Fig. 1: run 1, routed clock nets over the placement
Bar = 20 um.
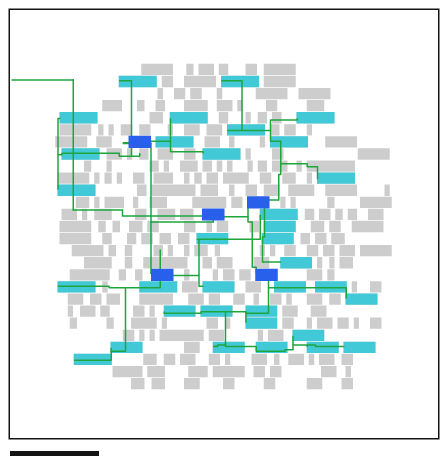
Fig. 2: run 1, I/O pins on the die edge
Pins as bars across the die edge, other pins in gray.
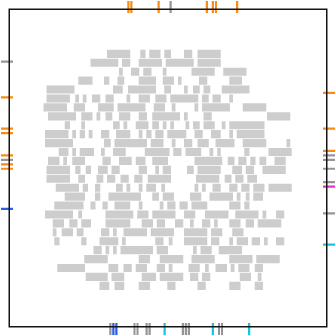
Fig. 3: run 1, register map, names as in the netlist
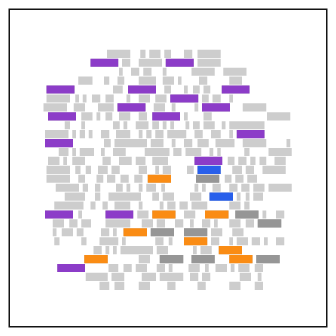
`config.mk`:
```
export PLATFORM = sky130hd
export DESIGN_NAME = cmp_flag_reg
export DESIGN_NICKNAME = d
export VERILOG_FILES = /design/src/rtl/cmp_pkg.sv /design/src/rtl/cmp_flag_fifo2.sv /design/src/rtl/cmp_flag_reg.sv
export SDC_FILE = /design/constraint.sdc
export NUM_CORES = 1
export LEC_CHECK = 0
export CELL_PAD_IN_SITES_DETAIL_PLACEMENT = 1
export CELL_PAD_IN_SITES_GLOBAL_PLACEMENT = 1
export CORE_MARGIN = 10
export CORE_UTILIZATION = 30
export CTS_BUF_LIST = sky130_fd_sc_hd__clkbuf_4 sky130_fd_sc_hd__clkbuf_8
export DETAILED_ROUTE_END_ITERATION = 7
export PLACE_DENSITY = 0.68
export SYNTH_ARGS = -nofsm -noshare
export SYNTH_HDL_FRONTEND = slang
export SYNTH_SLANG_ARGS = --single-unit
```
`constraint.sdc`:
```
create_clock -name clk -period 1.8 [get_ports clk]
set_clock_uncertainty 0.1 [all_clocks]
set_input_delay 0.18 -clock clk [delete_from_list [all_inputs] [get_ports clk]]
set_output_delay 0.18 -clock clk [all_outputs]
set_load 0.1 [all_outputs]
```
`src/rtl/cmp_pkg.sv`:
```
// Shared definitions for the comparator flag stage: condition-code constants,
// queue state encodings and the branch-condition evaluator.
package cmp_pkg;

    localparam logic [2:0] COND_LT     = 3'b000;
    localparam logic [2:0] COND_LE     = 3'b001;
    localparam logic [2:0] COND_EQ     = 3'b010;
    localparam logic [2:0] COND_NE     = 3'b011;
    localparam logic [2:0] COND_GE     = 3'b100;
    localparam logic [2:0] COND_GT     = 3'b101;
    localparam logic [2:0] COND_ALWAYS = 3'b110;
    localparam logic [2:0] COND_NEVER  = 3'b111;

    typedef enum logic [1:0] {
        Q_EMPTY = 2'b00,
        Q_ONE   = 2'b01,
        Q_FULL  = 2'b10
    } q_state_t;

    // Evaluate one condition code against raw comparator flags.
    function automatic logic cond_eval(input logic [2:0] cond,
                                       input logic       ls,
                                       input logic       eq,
                                       input logic       gt);
        logic r;
        case (cond)
            COND_LT:     r = ls;
            COND_LE:     r = ls | eq;
            COND_EQ:     r = eq;
            COND_NE:     r = ~eq;
            COND_GE:     r = gt | eq;
            COND_GT:     r = gt;
            COND_ALWAYS: r = 1'b1;
            default:     r = 1'b0;
        endcase
        return r;
    endfunction

endpackage

```
`src/rtl/cmp_flag_fifo2.sv`:
```
// Two-entry valid/ready queue with a registered head. in_ready and out_valid are
// decoded from the registered state only, so there is no path from out_ready to
// in_ready. Full throughput: push and pop may happen in the same cycle.
module cmp_flag_fifo2
    import cmp_pkg::*;
#(
    parameter int W = 8
) (
    input  logic         clk,
    input  logic         rst,
    input  logic         in_valid,
    output logic         in_ready,
    input  logic [W-1:0] in_data,
    output logic         out_valid,
    input  logic         out_ready,
    output logic [W-1:0] out_data
);

    q_state_t     state_reg;
    logic [W-1:0] head_reg;
    logic [W-1:0] tail_reg;
    logic         push;
    logic         pop;

    assign in_ready  = (state_reg != Q_FULL);
    assign out_valid = (state_reg != Q_EMPTY);
    assign out_data  = head_reg;
    assign push      = in_valid & in_ready;
    assign pop       = out_valid & out_ready;

    // Queue occupancy FSM; head_reg always holds the oldest entry.
    always_ff @(posedge clk) begin
        if (rst) begin
            state_reg <= Q_EMPTY;
            head_reg  <= '0;
            tail_reg  <= '0;
        end else begin
            case (state_reg)
                Q_EMPTY: begin
                    if (push) begin
                        head_reg  <= in_data;
                        state_reg <= Q_ONE;
                    end
                end
                Q_ONE: begin
                    if (push && pop) begin
                        head_reg <= in_data;
                    end else if (push) begin
                        tail_reg  <= in_data;
                        state_reg <= Q_FULL;
                    end else if (pop) begin
                        state_reg <= Q_EMPTY;
                    end
                end
                Q_FULL: begin
                    // in_ready is low here, so only a pop can happen
                    if (pop) begin
                        head_reg  <= tail_reg;
                        state_reg <= Q_ONE;
                    end
                end
                default: state_reg <= Q_EMPTY;
            endcase
        end
    end

endmodule

```
`src/rtl/cmp_flag_reg.sv`:
```
// Comparator flag stage: evaluates the selected branch condition on accept,
// queues {ls,eq,gt,take,tag} in a 2-entry queue and keeps a saturating hit count.
// Optional feature macro: CMP_FLAG_CHECK_EN (one-hot flag check with err_sticky).
module cmp_flag_reg
    import cmp_pkg::*;
#(
    parameter int CNT_W = 16,
    parameter int TAG_W = 4
) (
    input  logic             clk,
    input  logic             rst,
    input  logic             in_valid,
    output logic             in_ready,
    input  logic             in_ls,
    input  logic             in_eq,
    input  logic             in_gt,
    input  logic [2:0]       in_cond,
    input  logic [TAG_W-1:0] in_tag,
    output logic             out_valid,
    input  logic             out_ready,
    output logic             out_ls,
    output logic             out_eq,
    output logic             out_gt,
    output logic             out_take,
    output logic [TAG_W-1:0] out_tag,
    input  logic             clr_cnt,
    output logic [CNT_W-1:0] hit_cnt,
    output logic             err_sticky
);

    localparam int             W       = 4 + TAG_W;
    localparam logic [CNT_W-1:0] CNT_MAX = '1;

    logic [7:0]       cond_vec;
    logic             take_raw;
    logic             take;
    logic             accept;
    logic             hit;
    logic [CNT_W-1:0] hit_cnt_reg;
    logic [W-1:0]     q_in;
    logic [W-1:0]     q_out;

    // Every condition evaluated in parallel; in_cond picks one.
    genvar gi;
    generate
        for (gi = 0; gi < 8; gi++) begin : g_cond
            assign cond_vec[gi] = cond_eval(3'(gi), in_ls, in_eq, in_gt);
        end
    endgenerate

    assign take_raw = cond_vec[in_cond];
    assign accept   = in_valid & in_ready;
    assign hit      = accept & take;

`ifdef CMP_FLAG_CHECK_EN
    logic flags_onehot;
    logic err_sticky_reg;

    assign flags_onehot = ( in_ls & ~in_eq & ~in_gt) |
                          (~in_ls &  in_eq & ~in_gt) |
                          (~in_ls & ~in_eq &  in_gt);
    assign take       = take_raw & flags_onehot;
    assign err_sticky = err_sticky_reg;

    // Sticky illegal-flag indicator; a new error wins over a same-cycle clear.
    always_ff @(posedge clk) begin
        if (rst) begin
            err_sticky_reg <= 1'b0;
        end else if (accept && !flags_onehot) begin
            err_sticky_reg <= 1'b1;
        end else if (clr_cnt) begin
            err_sticky_reg <= 1'b0;
        end
    end
`else
    assign take       = take_raw;
    assign err_sticky = 1'b0;
`endif

    // Saturating hit counter; clear happens before the same-cycle count.
    always_ff @(posedge clk) begin
        if (rst) begin
            hit_cnt_reg <= '0;
        end else if (clr_cnt) begin
            hit_cnt_reg <= hit ? CNT_W'(1) : '0;
        end else if (hit && hit_cnt_reg != CNT_MAX) begin
            hit_cnt_reg <= hit_cnt_reg + CNT_W'(1);
        end
    end

    assign hit_cnt = hit_cnt_reg;
    assign q_in    = {in_ls, in_eq, in_gt, take, in_tag};

    cmp_flag_fifo2 #(
        .W (W)
    ) u_fifo (
        .clk       (clk),
        .rst       (rst),
        .in_valid  (in_valid),
        .in_ready  (in_ready),
        .in_data   (q_in),
        .out_valid (out_valid),
        .out_ready (out_ready),
        .out_data  (q_out)
    );

    assign out_ls   = q_out[W-1];
    assign out_eq   = q_out[W-2];
    assign out_gt   = q_out[W-3];
    assign out_take = q_out[W-4];
    assign out_tag  = q_out[TAG_W-1:0];

endmodule
```
==> results.tsv, run 1 <==
stage	metric	value	unit
run_status	status	finished, final reports clean	
die	Die Wd	96.33	um
layout	layout cell share with drive strength beyond 1	41.39	%
detailed_routing	wire per inst	15.91	um
power_and_ir_drop	Logic pwr share	23.9	%
synth	yosys warning tally	0	
clocking	CTS Root Cell	clkbuf_8	
flow_run	Log Warnings	28	
synth	AND-OR/OR-AND Cells, Area Fraction	25.20	%
synth	area share, top type	38.94	%
synth	most frequent cells after synthesis	dfxtp_1 (34), nor2_1 (32), nand2_1 (18), mux2i_1 (15), a41o_1 (10)	
final_timing	crit share post-route	99.65	%
synth	Synth top cell by count	dfxtp_1	
grt	number of global-route vias before repair	1878	
die	fp_density	31.36	%
clocking	Worst-path clk slew	0.08	ns
synth	ys async rst share	0	%
setup_path	arrival time at the worst endpoint	1.88	ns
synth	Synth Instances	198	
synth	yosys simple share	20.47	%
detailed_routing	number of nets with antenna violations after routing	0	
grt	pin count of the biggest net entering global routing	20	
power_and_ir_drop	register share of total power	39.6	%
clocking	clk buf depth	2	
synth	Post-synth regs	34	
detailed_routing	via count	1760	
final_timing	final worst path period need	1.794	ns
power_and_ir_drop	Max VDD drop	374.5	uV
final_timing	final tally of setup violations	0	
layout	Storage cell area	740.7	um2
synth	EDFF count, synth	0	
detailed_routing	initial DRC count	52	
clocking	Hold-fix buffers, CTS	0	
final_timing	Final Max-Slew Violation Tally	0	
power_and_ir_drop	switching power share of the total	32.35	%
detailed_routing	WL met2	2832	um
setup_path	crit-path max FO	7	
setup_path	Reg2Reg Setup Slack	0.006	ns
final_timing	f_max	557.5	MHz
power_and_ir_drop	Power Sequential	0.778	mW
synth	sequential fraction of the synthesis area	38.94	%
layout	Top Layout Cells	buf_4 (40), nor2_1 (32), buf_12 (19), dfxtp_1 (18)	
power_and_ir_drop	power in combinational cells	0.471	mW
grt	Total GRT Usage	12.19	%
flow_run	max-cap viol count	0	
layout	most instantiated logic cell after routing	buf_4	
grt	first-pass GRT wire length	9039	um
power_and_ir_drop	Pleak	1.300	nW
grt	grt total ovfl	0	
synth	yosys stat cell total	198	
setup_path	crit start category	register	
die	I/O Pins	42	
power_and_ir_drop	PD cells	666.8	nW/um2
layout	# nets final	288	
synth	area reported by Yosys stat	1748	um2
die	DIE HEIGHT	96.33	um
clocking	Insertion Delay late pin	0.29	ns
power_and_ir_drop	Top Consumer	registers	
layout	Area Overhead vs Synth	68.72	%
Back to the opening pictures, Fig. 1:
green -> clock wires  # length 517 um
blue -> clock-net drivers  # count 5
cyan -> flip-flops  # count 34
routed clock nets = 6

Back to the opening pictures, Fig. 2:
magenta -> `out_ready`  # pins 1, direction input, edge right
orange -> `hit_cnt`  # pins 16, direction output, edge 7 top, 6 left, 3 right
blue -> `in_cond`  # pins 3, direction input, edge 2 bottom, 1 left
cyan -> `out_tag`  # pins 4, direction output, edge 3 bottom, 1 right
all pins by edge = 15 bottom, 10 right, 9 left, 8 top

Back to the opening pictures, Fig. 3:
orange -> `u_fifo.tail_reg`  # placed flops 8, where bottom center
blue -> `u_fifo.state_reg`  # placed flops 2
purple -> `hit_cnt`  # placed flops 16
not colored = 8

==> run 1: routing by layer <==
metal | global-route usage [%] | up-vias
met3 | 4.280 | 5
li1 | - | 877
met2 | 21.41 | 26
met5 | 0 | -
met1 | 13.80 | 852
met4 | 2.906 | 0
==> run 1: worst max-delay path, cell delays in order (launching register included) <==
cell       delay (ns)
dfxtp_4          0.37
nand4_1          0.20
nor4_4           0.30
buf_4            0.18
a2111oi_4        0.05
buf_6            0.16
buf_6            0.12
a41o_1           0.21
==> run 1: how the worst min path moves through the flow <==
stage	cells after the start	end	from	slack, ns
finish	4	u_fifo.tail_reg[7]	in_ls	0.24
global route	4	u_fifo.tail_reg[7]	in_ls	0.27
CTS	2	u_fifo.tail_reg[3]	u_fifo.tail_reg[3]	0.41
detailed placement	2	u_fifo.tail_reg[3]	u_fifo.tail_reg[3]	0.38
global placement	2	u_fifo.tail_reg[0]	u_fifo.tail_reg[0]	0.37
floorplan	1	u_fifo.state_reg[1]	out_ready	0.16
==> run 1: area by class of cell <==
type,count,area share (%)
Sequential cell,34,25.12
Clock buffer,5,2.333
Clock inverter,3,1.443
Timing Repair Buffer,78,29.49
Inverter,7,0.8910
Tap cell,72,3.055
Multi-Input combinational cell,146,37.68
==> run 1: stage by stage <==
stage                     cell area (um2)  worst slack, ns  hold WS (ns)  setup TNS, ns  cells
after floorplan                      1869         -0.08186        0.1585        -0.6185    198
after global placement               2706          -0.3705        0.3719         -5.854    331
after detailed placement             2706          -0.4157        0.3838         -7.141    331
after CTS                            2839          0.01978        0.4067              0    339
after global routing                 2949         -0.08872        0.2717        -0.5008    345
final                                2949         0.006383        0.2419              0    345
==> run 1: what timing repair did <==
item,in CTS,in global routing
cloned,0,1
pin swaps,1,5
setup endpoints to repair,14,15
resized,7,14
setup buffers,0,8
==> run 1 -> run 2 <==
CTS_BUF_LIST = not set   (was sky130_fd_sc_hd__clkbuf_4 sky130_fd_sc_hd__clkbuf_8)
PLACE_DENSITY = 0.65   (was 0.68)
clock period = 2 ns   (was 1.8 ns; I/O delays follow)
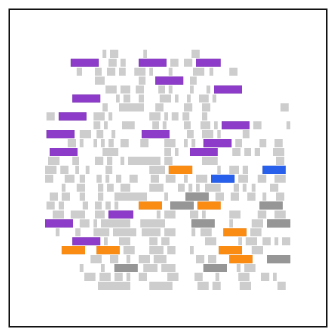
Fig. 4. Register map, names as in the netlist (run 2).
blue -> `u_fifo.state_reg`  # placed flops 2
orange -> `u_fifo.tail_reg`  # placed flops 8
purple -> `hit_cnt`  # placed flops 16

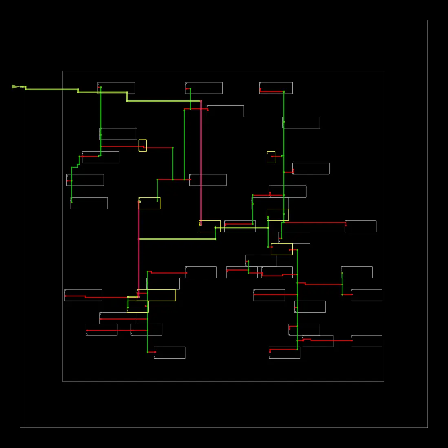
Fig. 5. Clock routing (run 2).
Clock buffer cells: 6
registers: 34

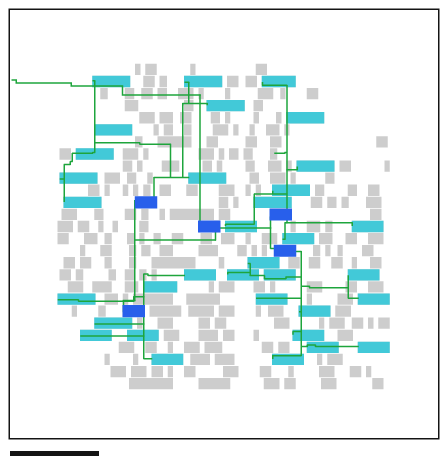
Fig. 6. Routed clock nets over the placement (run 2).
Bar = 20 um.
blue -> clock-net drivers  # count 5
cyan -> flip-flops  # count 34
green -> clock wires  # length 506 um
routed clock nets = 6

==> run 2 against run 1 <==
  * Synthesized area stayed put
  * Global-route usage decreased by 0.98 points
  * Highest routed layer unchanged
  * Hold slack better by 0.085 ns
  * First-iteration DRC count grew 13%
  * Combinational power down 15%
==> results.tsv, run 2 <==
stage	metric	value	unit
die	DIE HEIGHT	96.33	um
setup_path	crit start category	input pin	
final_timing	Worst Hold Margin	0.3272	ns
layout	layout cell share with drive strength beyond 1	32.28	%
run_status	status	finished, final reports clean	
power_and_ir_drop	register share of total power	41.9	%
power_and_ir_drop	power in combinational cells	0.398	mW
synth	EDFF count, synth	0	
power_and_ir_drop	Pleak	1.145	nW
flow_run	max-cap viol count	0	
die	Die Wd	96.33	um
layout	cell area after layout	2491	um2
power_and_ir_drop	Max VDD drop	520.4	uV
setup_path	Reg2Reg Setup Slack	0.16	ns
setup_path	crit-path max FO	9	
synth	yosys warning tally	0	
detailed_routing	wire per inst	15.36	um
grt	grt total ovfl	0	
place	Placement Cell Area	2328	um2
grt	Total GRT Usage	11.21	%
layout	Layout Cells excl Fill	326	
final_timing	final tally of setup violations	0	
layout	most instantiated logic cell after routing	buf_4	
clocking	Insertion Delay late pin	0.28	ns
clocking	Worst-path clk slew	0.07	ns
final_timing	setup ws final	0.1328	ns
layout	Top Layout Cells	buf_4 (42), nor2_1 (32), dfxtp_1 (18), nand2_1 (17), mux2i_1 (15)	
power_and_ir_drop	Logic pwr share	23.8	%
detailed_routing	via count	1649	
layout	# nets final	269	
clocking	clk buf depth	2	
final_timing	final worst path period need	1.867	ns
power_and_ir_drop	Top Consumer	registers	
clocking	CTS Root Cell	clkbuf_8	
synth	Post-synth regs	34	
synth	Synth Instances	198	
place	worst slack, placed	-0.3171	ns
[run 2: cell counts after synthesis]
Identical to the previous run, type by type.
[run 2: what timing repair did]
action | in CTS | in global routing
pin swaps | 0 | 1
resized | 1 | 8
hold buffers | 0 | 0
buffers inserted | 0 | 1
endpoints found under the setup margin | 1 | 9
[run 2: cell type report]
type | count | area [um2] | area share [%]
multi-input combinational | 146 | 1021 | 40.98
sequential | 34 | 735.7 | 29.53
timing repair buffer | 59 | 514.2 | 20.64
clock buffer | 6 | 93.84 | 3.767
tap | 72 | 90.09 | 3.616
inverter | 7 | 26.28 | 1.055
clock inverter | 2 | 10.01 | 0.4018
[run 2: final timing paths]
kind	end	startpoint	cells past startpoint
worst max-delay path	hit_cnt[13]	in_ls	7
worst min-delay path	u_fifo.tail_reg[6]	in_eq	4
worst max register to register	hit_cnt[13]	hit_cnt[0]	5
worst min register to register	u_fifo.tail_reg[3]	u_fifo.tail_reg[3]	2
[run 2: kinds of logic (layout without fill, tap and decap cells)]
logic type	count (synthesis)	count (layout)	share of synthesized area, %
buffers and inverters	18	74	4.224
other	1	1	0.2145
XOR/XNOR	2	2	1.002
AND-OR/OR-AND	51	51	25.20
adder cells (fa/ha/maj)	2	2	1.360
AND/OR/NAND/NOR	75	75	20.47
flip-flops	34	34	38.94
multiplexers	15	15	8.590
[run 2: worst max-delay path: stages]
cell	delay, ns
clkdlybuf4s50_1	0.53
nor3b_2	0.27
a31oi_4	0.10
a2111oi_4	0.36
buf_6	0.18
a311oi_1	0.09
a41o_1	0.21
[run 2: per-layer routing]
layer	wire, um	share of wire, %	track usage, %	vias to the layer above
li1	-	-	-	842
met1	2370	47	14.00	774
met2	2334	47	18.27	26
met3	233	4.7	3.035	7
met4	70	1.4	3.632	0
met5	0	0	0	-
==> run 2 -> run 3 <==
REMOVE_ABC_BUFFERS = 1   (was not set)
clock period = 2.3 ns   (was 2 ns; I/O delays follow)
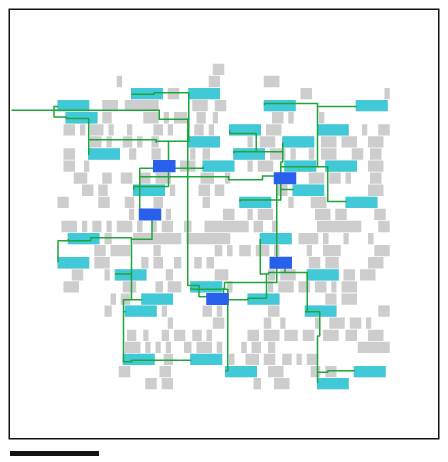
Fig. 7. Routed clock nets over the placement (run 3).
Bar = 20 um.
cyan -> flip-flops  # count 34
blue -> clock-net drivers  # count 5
green -> clock wires  # length 559 um
routed clock nets = 6

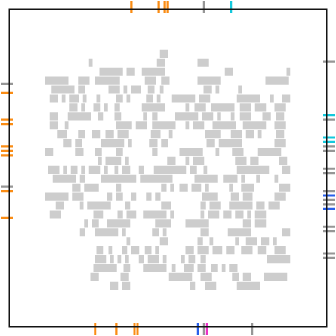
Fig. 8. I/O pins on the die edge (run 3).
Pins as bars across the die edge, other pins in gray.
blue -> `in_cond`  # pins 3, direction input, edge 2 right, 1 bottom
cyan -> `out_tag`  # pins 4, direction output, edge 3 right, 1 top
orange -> `hit_cnt`  # pins 16, direction output, edge 8 left, 4 top, 4 bottom
magenta -> `out_ready`  # pins 1, direction input, edge bottom

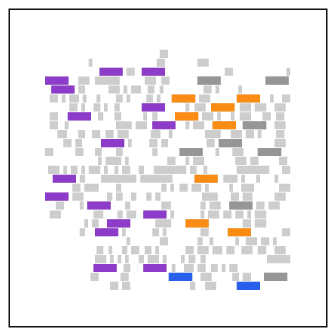
Fig. 9. Register map, names as in the netlist (run 3).
blue -> `u_fifo.state_reg`  # placed flops 2
purple -> `hit_cnt`  # placed flops 16
orange -> `u_fifo.tail_reg`  # placed flops 8

==> run 3 against run 2 <==
  * Clock power shrank 4.0%
  * Cell count shrank 1.5%
  * Largest cell class unchanged
  * Power shrank 10%
  * Die size is the same
  * Synthesized cell count is the same
==> results.tsv, run 3 <==
stage	metric	value	unit
layout	layout cell share with drive strength beyond 1	22.89	%
synth	yosys warning tally	0	
synth	Synth mux share	8.590	%
synth	area share, top type	38.94	%
clocking	clk buf depth	2	
detailed_routing	WL met2	2301	um
grt	number of global-route vias before repair	1671	
synth	main logic family after synthesis	AND-OR/OR-AND gates	
flow_run	max-cap viol count	0	
layout	Top Layout Cells	buf_4 (39), dfxtp_1 (34), nor2_1 (32), nand2_1 (18), mux2i_1 (15)	
synth	adder share	1.360	%
grt	Total GRT Usage	11.32	%
final_timing	final tally of setup violations	0	
final_timing	f_max	483.4	MHz
setup_path	crit-path max FO	8	
detailed_routing	met3 WL	321	um
setup_path	WP buf/inv	1	
grt	first-pass GRT wire length	8307	um
synth	area reported by Yosys stat	1748	um2
synth	Cell area leaders	dfxtp_1 (39%), mux2i_1 (8.6%), nor2_1 (6.9%)	
layout	# nets final	264	
synth	EDFF count, synth	0	
die	fp_density	31.36	%
setup_path	Worst path most repeated cell	a21oi_1	
worst_hold_path	Min-Delay Path Class	register to register	
synth	Synth Cell Area	1748	um2
detailed_routing	via count	1628	
setup_path	Crit. Startpoint	in_cond[2]	
layout	Area Overhead vs Synth	34.57	%
detailed_routing	initial DRC count	25	
final_timing	Final Max-Slew Violation Tally	0	
grt	grt total ovfl	0	
setup_path	worst-path cell chain	clkdlybuf4s50_1, maj3_2, a32oi_4, a21oi_1, a211o_1, a21oi_1	
setup_path	arrival time at the worst endpoint	2.19	ns
synth	yosys simple share	20.47	%
power_and_ir_drop	PD cells	638.1	nW/um2
power_and_ir_drop	Pleak	1.074	nW
detailed_routing	wire per inst	15.71	um
final_timing	crit share post-route	89.95	%
clocking	Insertion Delay late pin	0.28	ns
detailed_routing	Metal-1 WL	2383	um
synth	sequential fraction of the synthesis area	38.94	%
setup_path	Worst R2R Start	hit_cnt[9]	
clocking	Hold-fix buffers, CTS	0	
clocking	PostCTS Resize Cnt	0	
detailed_routing	number of nets with antenna violations after routing	0	
setup_path	Reg2Reg Depth	5	
synth	XOR Share, Synth	1.002	%
synth	Synth top cell by count	dfxtp_1	
synth	ys async rst share	0	%
die	DIE HEIGHT	96.33	um
setup_path	CP max-delay cell	clkdlybuf4s50_1	
final_timing	final worst path period need	2.069	ns
final_timing	Hold Vio Cnt, Final	0	
setup_path	Critical Path Max Stage Delay	0.52	ns
grt	pin count of the biggest net entering global routing	20	
run_status	status	finished, final reports clean	
setup_path	crit start category	input pin	
worst_hold_path	WHS Path Cells	2	
flow_run	Log Warnings	25	
setup_path	cell count along the critical path	6	
die	I/O Pins	42	
detailed_routing	Top Layer Used	met4	
power_and_ir_drop	Max VDD drop	284.9	uV
layout	most instantiated logic cell after routing	buf_4	
synth	Post-synth regs	34	
synth	yosys stat cell total	198	
setup_path	family with the most delay on the worst path	AND-OR/OR-AND gates	
final_timing	Worst Hold Margin	0.3954	ns
[run 3: routing by layer]
layer,GRT usage [%],vias to the layer above
met4,3.995,0
met5,0,-
met3,3.891,2
met1,14.03,760
li1,-,832
met2,17.83,34
[run 3: stage by stage]
stage	setup TNS [ns]	util, %	std cells	cell area, um2	setup WS, ns
after floorplan	-9.941	-	187	1700	-0.7724
final	0	42.20	321	2352	0.2311
after global routing	0	42.20	321	2352	0.1378
after global placement	0	40.25	313	2243	0.005550
after CTS	0	42.20	321	2352	0.2487
after detailed placement	-0.08298	40.25	313	2243	-0.05269
[run 3: final cells by class]
class / count / area, um2 / area share, %
inverter: 7 / 26.28 / 1.117
clock buffer: 5 / 68.82 / 2.926
multi-input combinational: 146 / 993.5 / 42.23
timing repair buffer: 54 / 452.9 / 19.26
clock inverter: 3 / 40.04 / 1.702
tap: 72 / 90.09 / 3.830
sequential: 34 / 680.7 / 28.94
[run 3: final timing paths]
path	to	slack [ns]
setup / recovery	hit_cnt[0]	0.23
hold / removal	u_fifo.tail_reg[3]	0.40
setup reg to reg	hit_cnt[0]	0.30
hold reg to reg	u_fifo.tail_reg[3]	0.40
[run 3: power by group]
part | internal (mW) | switching, mW | leakage, nW
clock network | 0.319 | 0.231 | 0.0579
logic | 0.0937 | 0.231 | 0.739
registers | 0.611 | 0.0153 | 0.277
[run 3: logic make-up after synthesis]
| group | after synthesis |
|---|---|
| AND-OR/OR-AND | 51 |
| XOR/XNOR | 2 |
| adder cells (fa/ha/maj) | 2 |
| buffers and inverters | 18 |
| flip-flops | 34 |
| multiplexers | 15 |
| other | 1 |
| AND/OR/NAND/NOR | 75 |

==> screenshots <==
Wiring by layer.
Bar = 20 um.
(a)
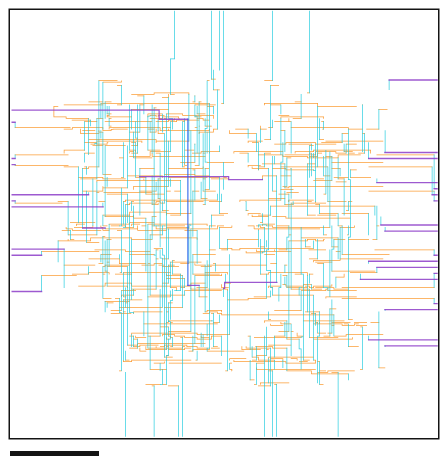
(b)
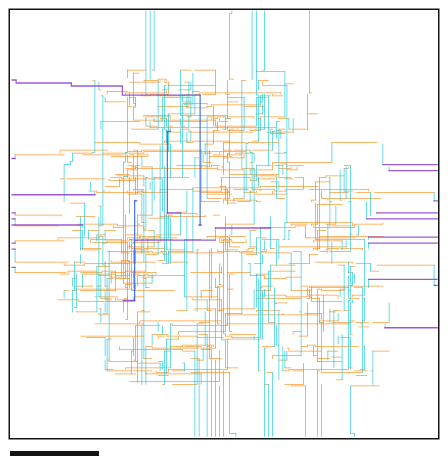
run 3: (a)
run 2: (b)

Key to (b):
purple -> M3  # wire length 233 um
cyan -> M2  # wire length 2330 um
blue -> M4  # wire length 70.0 um
orange -> M1  # wire length 2370 um

Power and IR drop assume default switching activity.
